==> config.mk <==
export PLATFORM = sky130hd
export DESIGN_NAME = aes256_cbc_framer
export DESIGN_NICKNAME = d
export VERILOG_FILES = /design/src/rtl/aes256_cbc_framer.sv
export SDC_FILE = /design/constraint.sdc
export NUM_CORES = 1
export LEC_CHECK = 0
export ABC_AREA = 1
export CORE_UTILIZATION = 45
export DETAILED_ROUTE_END_ITERATION = 7
export PLACE_DENSITY_LB_ADDON = 0.08
export SYNTH_ARGS = -nofsm -noshare
export SYNTH_HDL_FRONTEND = slang
export SYNTH_SLANG_ARGS = --single-unit
export TNS_END_PERCENT = 1
==> constraint.sdc <==
create_clock -name Clk -period 11.7 [get_ports Clk]
set_clock_uncertainty 0.05 [all_clocks]
set_input_delay 2.925 -clock Clk [delete_from_list [all_inputs] [get_ports Clk]]
set_output_delay 2.925 -clock Clk [all_outputs]
set_load 0.01 [all_outputs]
**Clock nets**

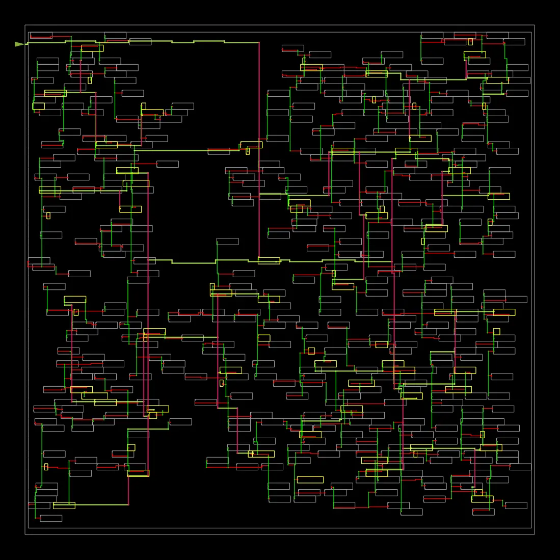
clkbuf count: 63
Clk. pwr: 1.46 mW
cts bufs inserted: 45

**Wiring by layer**

Only two layers are drawn.
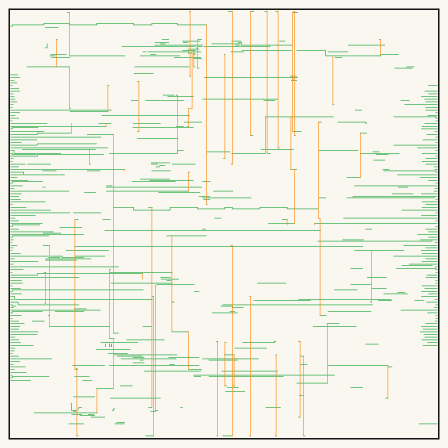
legend:
  M3:
    color: green
    wire_length: 5700 um
  M4:
    color: orange
    wire_length: 2100 um
DR WL/cell: 21.4 um
via count: 18200
total track usage: 0.315

**The metal 1 layer**

Supply wires on this layer in gray.
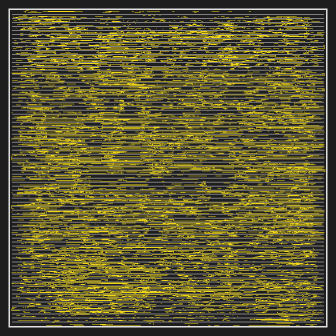
main direction: horizontal
nets with wire on the layer: 2997
longest straight run: 122 um
wire length on this layer: 32.2 mm
share of all routed wire: 44%
final WL: 73500 um
grt met1 use: 0.438

**Zoomed window**

Bar = 10 um. Window x 93 to 123, y 93 to 123 um. Cells in gray, sequential cells in the stronger gray; small squares are vias.
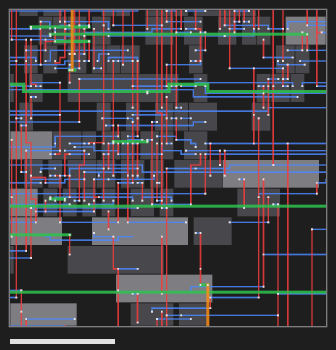
legend:
  M1:
    color: blue
  M4:
    color: orange
  M3:
    color: green
  M2:
    color: red
most frequent: nand2_1 (19), nand3_1 (7)
sequential cells in the window: 5
cells with their middle in the window: 62

==> flow_summary.ini <==
; physical design summary
[placed_design]
hpwl_um = 52800
place_inst = 3338

[synth]
ys_async_sr_fraction = 1.00
fp_nets = 2824
synthesis.area_um2 = 20500
edf_count = 0
topCellsByArea = dfrtp_1, mux2_2, nand2_1, o21ai_0, a21oi_1
synth-seq-cells = 398
syn_avg_cell_area_um2 = 8.73
largest_area_cell = dfrtp_1
synth-area-yosys_um2 = 20500
synthCells = 2344
yosys_cells = 2344
ys_types = 33
ys_seq_frac = 0.487

[timing]
fmax_ghz = 0.0897
worst_slew_pin_slew_ns = 1.18
hold_viol = 0
fin_setup_tns_ns = 0
slew-limit-headroom = 0.211
slew_violations = 0
min_period_over_period = 0.953
post-route-min-period_ns = 11.15

[floorplanning]
io_pins = 541
die_w_um = 215
fp_util = 0.460
die_area_um2 = 46300
fp.dieH_um = 215

[drt]
viasPerCell = 5.28
first_pass_iters = 5
drc = 0
dr.first_iter.drc_count = 1662

[global_route]
antenna_found_initial = 26
grt_max_degree = 158
grt_pass1_wl_um = 110000

[clock_tree]
post_cts_resized = 0
clk_latency_ns = 0.59
clock-sinks = 398
cts_tree = done
postCtsHoldBufs = 0
cts_setup_buffers = 0
clk_pin_slew_ns = 0.06

[min_path]
holdCritPathClass = flip-flop to flip-flop
holdPathStages = 2

[finish]
nets = 3273
num-fill-cells = 3986
syn_to_final_growth_pct = 33.4
layout-drive-gt1-share = 0.112
largest_register_ffs = 256

[critical_path]
critPathMaxFanout = 9
crit_required_ns = 8.73
start_kind = input port

[power_and_ir_drop]
power.density_nw_per_um2 = 253
ir_drop_uv = 160
power.total_mw = 6.91

[run]
maxCapViolCount = 0
openroad.warnings = 49

[run_status]
status = complete, no violations
[final cells by class]
class | instances | area (um2) | share of cell area
tap | 592 | 741 | 0.0271
clock buffer | 63 | 1250 | 0.0460
multi-input combinational | 1517 | 8420 | 0.309
clock inverter | 19 | 262 | 0.00958
timing repair buffer | 557 | 5560 | 0.204
sequential | 398 | 9960 | 0.365
antenna | 20 | 50.0 | 0.00183
inverter | 274 | 1030 | 0.0378
[power by group]
part	total, mW	internal (mW)	switching, mW	leakage (nW)
combinational	3.10	1.23	1.87	6.41
sequential	2.35	2.06	0.292	4.80
clock	1.46	0.864	0.598	0.738
total	6.91	4.15	2.76	12.0
[stage by stage]
step | setup WS [ns] | utilization
2_1_floorplan | 2.18 | -
3_3_place_gp | 0.664 | 0.578
3_5_place_dp | 0.614 | 0.578
4_1_cts | 0.598 | 0.612
5_1_grt | 0.297 | 0.613
6_report | 0.555 | 0.613
[cells by family (layout without fill, tap and decap cells)]
group                      count (synthesis)  after routing  synth area share
DFF                                      398            398             0.487
and+or+nand+nor                          657            657             0.129
muxes                                    201            201             0.111
other                                      1             21          0.000183
adders and majority gates                 17             17            0.0119
buffers and inverters                    429            913             0.102
AOI/OAI and AO/OA                        641            641             0.159
[worst max-delay path, stage by stage]
cell and delay, ns:
clkdlybuf4s50_1 0.43, fa_1 0.53, inv_1 0.05, fa_1 0.54, fa_1 0.43, inv_1 0.07
ha_1 0.16, inv_1 0.07, fa_1 0.63, ha_1 0.28, inv_1 0.08, ha_1 0.29
nand2_1 0.05, inv_1 0.04, nand3_1 0.07, nand3_1 0.07, nand2_1 0.41, nand2_1 0.20
nand2_1 0.07, a21oi_1 0.17, clkdlybuf4s50_1 0.60
[synth_stat cells, types with 2 or more instances]
library cell  count
a21oi_1         231
a31oi_1          15
buf_1             4
buf_2            45
buf_4            25
buf_6            41
clkbuf_1         39
dfrtp_1         398
fa_1              4
ha_1             13
inv_1           266
inv_2             8
mux2_2          201
nand2_1         540
nand2_2           5
nand2_4           2
nand3_1          82
nand4_2           2
nor2_1           19
nor2_2            3
nor2_4            2
o211ai_1          5
o21ai_0         357
o21ai_1          28
[routing by layer]
| metal | routed length, um | track usage | up-vias |
|---|---|---|---|
| met2 | 33500 | 0.483 | 704 |
| li1 | - | - | 8595 |
| met5 | 78 | 0 | - |
| met1 | 32200 | 0.438 | 8729 |
| met3 | 5700 | 0.0706 | 125 |
| met4 | 2100 | 0.109 | 12 |
Power figures rest on the tool's default switching activity, not on a simulated workload.
